## config.mk

```make
export PLATFORM = sky130hd
export DESIGN_NAME = spi_ram_slave_burst
export DESIGN_NICKNAME = d
export VERILOG_FILES = /design/src/rtl/spi_ram_slave_burst.sv
export SDC_FILE = /design/constraint.sdc
export NUM_CORES = 2
export LEC_CHECK = 0
export CORE_UTILIZATION = 51
export CTS_CLUSTER_SIZE = 12
export DETAILED_ROUTE_END_ITERATION = 8
export PLACE_DENSITY = 0.65
export SYNTH_ARGS = -nofsm -noshare
export SYNTH_HDL_FRONTEND = slang
export SYNTH_SLANG_ARGS = --single-unit
export TNS_END_PERCENT = 50
```

## constraint.sdc

```tcl
create_clock -name clk -period 8.6 [get_ports clk]
set_input_delay 1.29 -clock clk [delete_from_list [all_inputs] [get_ports clk]]
set_output_delay 1.29 -clock clk [all_outputs]
set_load 0.05 [all_outputs]
```

## src/rtl/spi_ram_slave_burst.sv

```systemverilog
// SPI slave with an integrated single-port RAM. Frames carry a 2-bit opcode, then
// an address, burst write data, or dummy bits followed by burst read data on MISO.
module spi_ram_slave_burst #(
   parameter int ADDR_WIDTH = 8,
   parameter int DATA_WIDTH = 8,
   parameter int MEM_DEPTH  = 256,
   parameter bit AUTO_INC   = 1'b1
) (
   input  logic clk,
   input  logic rst,
   input  logic SS_n,
   input  logic MOSI,
   output logic MISO,
   output logic busy,
   output logic err
);

   localparam int SW = (ADDR_WIDTH > DATA_WIDTH) ? ADDR_WIDTH : DATA_WIDTH;
   localparam int CW = $clog2(SW + 1);
   localparam logic [CW-1:0] ADDR_LAST = CW'(ADDR_WIDTH - 1);
   localparam logic [CW-1:0] ADDR_DONE = CW'(ADDR_WIDTH);
   localparam logic [CW-1:0] DATA_LAST = CW'(DATA_WIDTH - 1);

   typedef enum logic [2:0] {
      IDLE, CMD, WR_ADDR, WR_DATA, RD_ADDR, RD_DUMMY, RD_TURN, RD_SHIFT
   } state_t;

   function automatic logic in_range(input logic [ADDR_WIDTH-1:0] a);
      return (int'(a) < MEM_DEPTH);
   endfunction

   function automatic logic [ADDR_WIDTH-1:0] next_addr(input logic [ADDR_WIDTH-1:0] a);
      if (int'(a) >= MEM_DEPTH - 1) begin
         return '0;
      end else begin
         return a + ADDR_WIDTH'(1);
      end
   endfunction

   logic [DATA_WIDTH-1:0] mem [MEM_DEPTH];

   state_t                state_q, state_d;
   logic [CW-1:0]         cnt_q, cnt_d;
   logic                  op_q, op_d;
   logic [SW-1:0]         sh_q, sh_d;
   logic [ADDR_WIDTH-1:0] wr_addr_q, wr_addr_d;
   logic [ADDR_WIDTH-1:0] rd_addr_q, rd_addr_d;
   logic                  miso_q, miso_d;
   logic                  err_q, err_d;
   logic                  busy_q, busy_d;
   logic                  armed_q, armed_d;
   logic                  mem_we_s;
   logic [DATA_WIDTH-1:0] mem_wdata_s;

   // Next-state, datapath and output decode for the frame FSM.
   always_comb begin
      state_d     = state_q;
      cnt_d       = cnt_q;
      op_d        = op_q;
      sh_d        = sh_q;
      wr_addr_d   = wr_addr_q;
      rd_addr_d   = rd_addr_q;
      miso_d      = 1'b0;
      err_d       = 1'b0;
      armed_d     = armed_q | SS_n;
      mem_we_s    = 1'b0;
      mem_wdata_s = {sh_q[DATA_WIDTH-2:0], MOSI};
      if (SS_n) begin
         state_d = IDLE;
         cnt_d   = '0;
         if (state_q == WR_DATA && cnt_q != '0) begin
            err_d = 1'b1;
         end else begin
            err_d = 1'b0;
         end
      end else begin
         case (state_q)
            // armed_q keeps a frame cut by reset from restarting until SS_n toggles
            IDLE: begin
               if (armed_q) begin
                  state_d = CMD;
                  cnt_d   = '0;
               end else begin
                  state_d = IDLE;
               end
            end
            CMD: begin
               if (cnt_q == '0) begin
                  op_d  = MOSI;
                  cnt_d = CW'(1);
               end else begin
                  cnt_d = '0;
                  case ({op_q, MOSI})
                     2'b00:   state_d = WR_ADDR;
                     2'b01:   state_d = WR_DATA;
                     2'b10:   state_d = RD_ADDR;
                     default: state_d = RD_DUMMY;
                  endcase
               end
            end
            WR_ADDR, RD_ADDR: begin
               if (cnt_q != ADDR_DONE) begin
                  sh_d  = {sh_q[SW-2:0], MOSI};
                  cnt_d = cnt_q + CW'(1);
                  if (cnt_q == ADDR_LAST && state_q == WR_ADDR) begin
                     wr_addr_d = {sh_q[ADDR_WIDTH-2:0], MOSI};
                  end else if (cnt_q == ADDR_LAST) begin
                     rd_addr_d = {sh_q[ADDR_WIDTH-2:0], MOSI};
                  end else begin
                     wr_addr_d = wr_addr_q;
                  end
               end else begin
                  cnt_d = cnt_q;
               end
            end
            WR_DATA: begin
               sh_d = {sh_q[SW-2:0], MOSI};
               if (cnt_q == DATA_LAST) begin
                  cnt_d = '0;
                  if (in_range(wr_addr_q)) begin
                     mem_we_s = 1'b1;
                  end else begin
                     err_d = 1'b1;
                  end
                  if (AUTO_INC) begin
                     wr_addr_d = next_addr(wr_addr_q);
                  end else begin
                     wr_addr_d = wr_addr_q;
                  end
               end else begin
                  cnt_d = cnt_q + CW'(1);
               end
            end
            RD_DUMMY: begin
               if (cnt_q == DATA_LAST) begin
                  state_d = RD_TURN;
                  cnt_d   = '0;
               end else begin
                  cnt_d = cnt_q + CW'(1);
               end
            end
            RD_TURN: begin
               state_d = RD_SHIFT;
               cnt_d   = '0;
               if (in_range(rd_addr_q)) begin
                  sh_d = SW'(mem[rd_addr_q]);
               end else begin
                  sh_d  = '0;
                  err_d = 1'b1;
               end
            end
            RD_SHIFT: begin
               miso_d = sh_q[DATA_WIDTH-1];
               sh_d   = {sh_q[SW-2:0], 1'b0};
               if (cnt_q == DATA_LAST) begin
                  state_d = RD_TURN;
                  cnt_d   = '0;
                  if (AUTO_INC) begin
                     rd_addr_d = next_addr(rd_addr_q);
                  end else begin
                     rd_addr_d = rd_addr_q;
                  end
               end else begin
                  cnt_d = cnt_q + CW'(1);
               end
            end
            default: state_d = IDLE;
         endcase
      end
      busy_d = (state_d != IDLE);
   end

   // State and output registers.
   always_ff @(posedge clk or posedge rst) begin
      if (rst) begin
         state_q   <= IDLE;
         cnt_q     <= '0;
         op_q      <= 1'b0;
         sh_q      <= '0;
         wr_addr_q <= '0;
         rd_addr_q <= '0;
         miso_q    <= 1'b0;
         err_q     <= 1'b0;
         busy_q    <= 1'b0;
         armed_q   <= 1'b0;
      end else begin
         state_q   <= state_d;
         cnt_q     <= cnt_d;
         op_q      <= op_d;
         sh_q      <= sh_d;
         wr_addr_q <= wr_addr_d;
         rd_addr_q <= rd_addr_d;
         miso_q    <= miso_d;
         err_q     <= err_d;
         busy_q    <= busy_d;
         armed_q   <= armed_d;
      end
   end

   // RAM write port; contents survive reset.
   always_ff @(posedge clk) begin
      if (mem_we_s) begin
         mem[wr_addr_q] <= mem_wdata_s;
      end
   end

   assign MISO = miso_q;
   assign busy = busy_q;
   assign err  = err_q;

endmodule

```

Figure 1. Floorplan with the power grid.
The bar under the picture is 100 um long. Pins as bars on the die edge. Tap cells in grey.
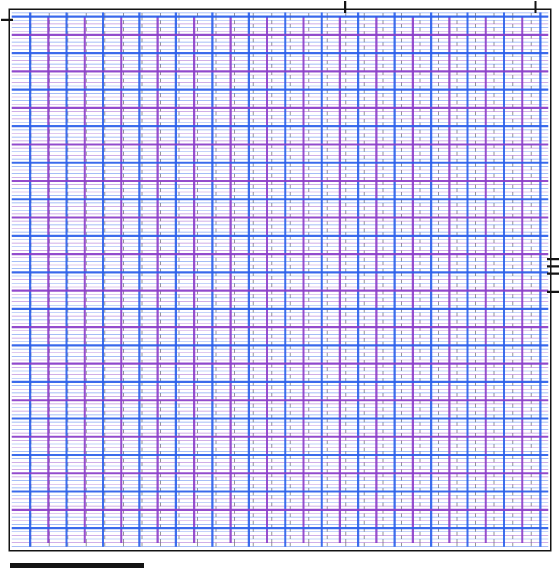
colour	net
blue	VSS
purple	VDD
met1 rails	147
tap cells	2,072
met5 straps	29
rows	146

Figure 2. Placement by cell class.
The bar under the picture is 100 um long.
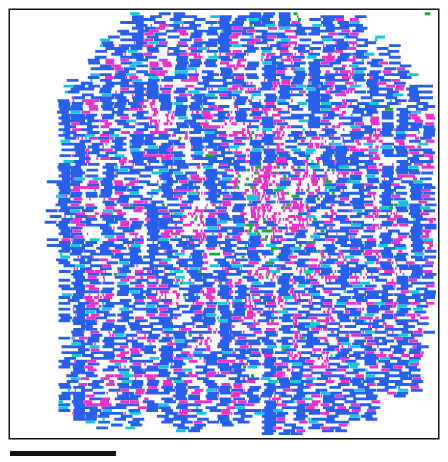
colour	class	cells	share of their area
magenta	remaining logic cells	1,610	21%
green	remaining buffers and delay cells	85	0.90%
blue	registers	2,084	72%
cyan	clock drivers and dummy loads	316	6.9%

Figure 3. Clock distribution.
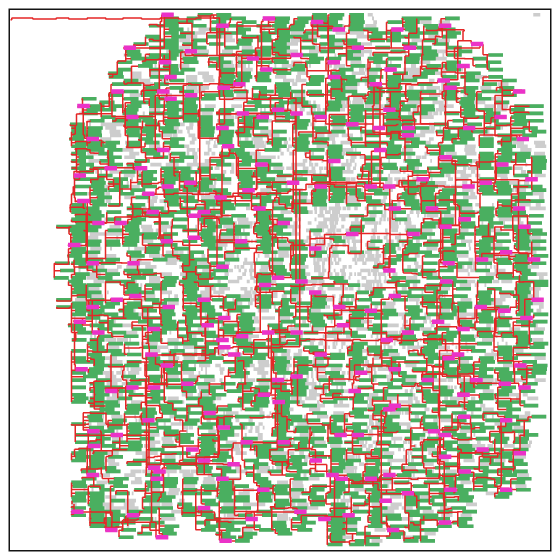
[green] flip-flops | count: 2,084
[magenta] clock-net drivers | count: 206
[red] clock wires | length: 22.3 mm
routed clock nets	207
flops lie	all over the die

Figure 4. Metal layers overlaid.
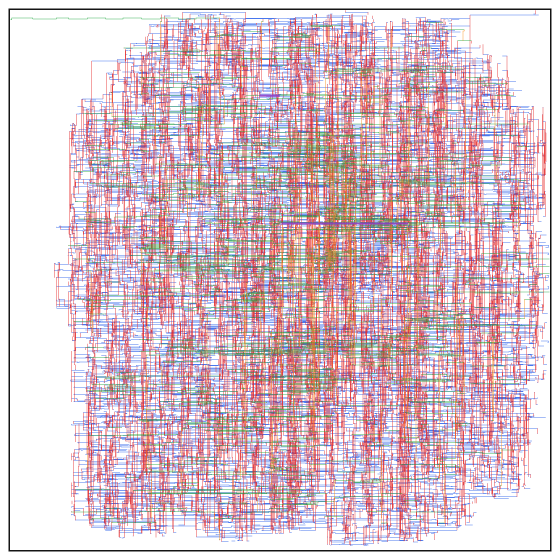
colour	layer	wire length
red	M2	98.4 mm
purple	M5	107 um
green	M3	22.8 mm
blue	M1	86.5 mm
orange	M4	7,300 um

state kept, by name, summed over array words and instances, names as in the netlist:
signal     cells
wr_addr_q      8
op_q           1
err            1
busy           1
armed_q        1
rd_addr_q      8
state_q        3
mem         2048
MISO           1
sh_q           8
cnt_q          4
synth_stat cells (30+ instances only):
cell | number | area share
o21ai_0 | 78 | 0.0048
mux2i_1 | 170 | 0.021
nor2_1 | 343 | 0.016
dfrtp_1 | 36 | 0.011
buf_2 | 61 | 0.0037
mux4_2 | 495 | 0.14
edfxtp_1 | 2048 | 0.75
a21oi_1 | 72 | 0.0044
a221oi_1 | 30 | 0.0032
nand2_1 | 107 | 0.0049
clkbuf_1 | 102 | 0.0047
critical path: cells and delay by family:
family                 cells  cell delay, ps
buffers and inverters      1             660
AND/OR/NAND/NOR            5            3610
final cells by class:
cell class | instances | share of cell area
Tap cell | 2072 | 0.0289
Multi-Input combinational cell | 1595 | 0.199
Clock inverter | 61 | 0.00540
Antenna cell | 3 | 0.0000837
Timing Repair Buffer | 85 | 0.00871
Sequential cell | 2084 | 0.696
Inverter | 15 | 0.000683
Clock buffer | 255 | 0.0612
worst paths after layout:
check | depth (start not counted) | start | end | slack, ps
max in group asynchronous | 3 | rst | sh_q[4] | 7270
worst max-delay path | 6 | SS_n | mem[9][5] | 3490
worst min register to register | 1 | armed_q | armed_q | 480
worst max register to register | 6 | cnt_q[0] | mem[9][5] | 4050
worst min-delay path | 1 | armed_q | armed_q | 480
min in group asynchronous | 3 | rst | rd_addr_q[5] | 890
power by group:
group	switching (uW)	internal, uW
registers	375	12400
clock network	3650	4580
logic	1270	126
total	5300	17100
per-stage QoR:
| step | power [uW] | setup slack, ps | util | hold slack, ps | cell area (um2) |
|---|---|---|---|---|---|
| after floorplan | 13500 | 4510 | - | 431 | 81600 |
| after global placement | 14400 | 2810 | 0.528 | 451 | 83800 |
| after detailed placement | 14400 | 2810 | 0.528 | 455 | 83800 |
| after CTS | 22500 | 3710 | 0.566 | 471 | 89700 |
| after global routing | 22900 | 3340 | 0.566 | 471 | 89700 |
| final | 22400 | 3490 | 0.566 | 476 | 89700 |
kinds of logic after synthesis:
logic type | after synthesis | share of synthesized area
flops | 2084 | 0.765
mux | 681 | 0.160
simple gates | 556 | 0.0287
compound gates | 351 | 0.0287
buf+inv | 247 | 0.0172
fa+ha+maj | 7 | 0.00107
per-layer routing:
metal  track usage  vias up  share of wire
met3        0.0668      393           0.11
li1              -    16400              -
met4        0.0882        4          0.034
met1         0.393    21500           0.40
met2         0.397     2449           0.46
met5       0.00387        -        0.00049
cells in the final DEF, fill, tap and decap left out, types with 30 or more instances in the layout:
cell type,synthesis,layout
a21oi_1,72,72
a221oi_1,30,30
buf_4,24,69
clkbuf_1,102,42
clkbuf_16,0,213
clkinv_1,2,30
edfxtp_1,2048,2048
mux2i_1,170,170
mux4_2,495,495
nand2_1,107,95
nor2_1,343,339
o21ai_0,78,78
==> results.toml <==
# flow metrics
[final_timing]
finClkSkew_ps = 31.2
max_slew_margin = 0.148
drv_slew = 0
tns_ps = 0
timing_hold_violations_final = 0
finalCriticalPeriod_ps = 5110
setup_viol = 0
fmax_mhz = 196
tightest_slew_ps = 1270
rsz0062_at_grt = "no"
final.period_utilization = 0.594

[job]
tool_warnings = 55
drv_cap = 0

[worst_setup_path]
crit_top_cell = "nand2_1"
max_stage_delay_ps = 920
slowest_stage = "nor3_1"
required_ps = 9060
worstPathCellList = "clkdlybuf4s50_1 > nor4bb_1 > nand2_1 > nor3_1 > nand2_1 > nor2_1"
critPathCaptureType = "flip-flop"
arrival_ps = 5570
setup.worst_path.class = "primary input to flip-flop"
startpoint_type = "primary input"
worst-path-max-fanout = 16

[cts]
cts_resized = 0
hold_buffers = 0
cts_tree = "done"
numCtsBuffers = 206
cts_htree_levels = 4
clkTransAtPathRegs_ps = 60
clk_latency_ps = 850
cts_setup_buffers = 0
clock_path_buffers = 3
clock-root-buffer = "clkbuf_16"
numClockSinks = 2084

[floorplanning]
rows = 146
fp_util = 0.515
die_width_um = 402
die_height_um = 402
chipArea_um2 = 162000
core_um2 = 159000
ios = 7

[global_routing]
antenna_found_initial = 4
grt_pass1_wl_um = 305000
grt_overflow = 0
grt_pass1_vias = 40100
grt_usage = 0.268
grt_max_degree = 167

[run_status]
status = "finished clean"

[detailed_routing]
vias = 40700
routed_via_density = 6.59
dr.pass1.iters = 7
ant_nets = 0
avgRoutedWirePerCell_um = 34.9
drt_iter0_drc = 5934
routed_wirelength_um = 215000
drcViolationCount = 0

[cells_and_area]
nets = 3998
syn_to_final_growth_pct = 9.95
drive_gt1_frac = 0.215
fillers = 11600
final_cell_count_no_fill = 6170
logic_area_um2 = 17900
regArea_um2 = 62400

[yosys]
ys_cells = 3926
synth_seq_share = 0.765
avgSynthCellArea_um2 = 20.8
edf_count = 2048
netlist_area_um2 = 81600
yosys-stat-area_um2 = 81600
ys_warn_count = 0
synthFlopType = "edfxtp_1"
synth-async-reset-ratio = 0.0173
ys.flops = 2084
yosysUniqueCellTypes = 71
syn_nets = 3937
postSynthCellCount = 3926

[power]
leakage_uw = 0.0270
peakVddDrop_uv = 270
cellPowerDensity_nw_per_um2 = 249

[placed_design]
io_buffers = 6
dp_cells = 5851
hpwl_um = 124000
place_congestion = 0.879

[min_path]
hp-class = "flip-flop to flip-flop"
No activity file was given, so power comes from the tool's default toggle rates.
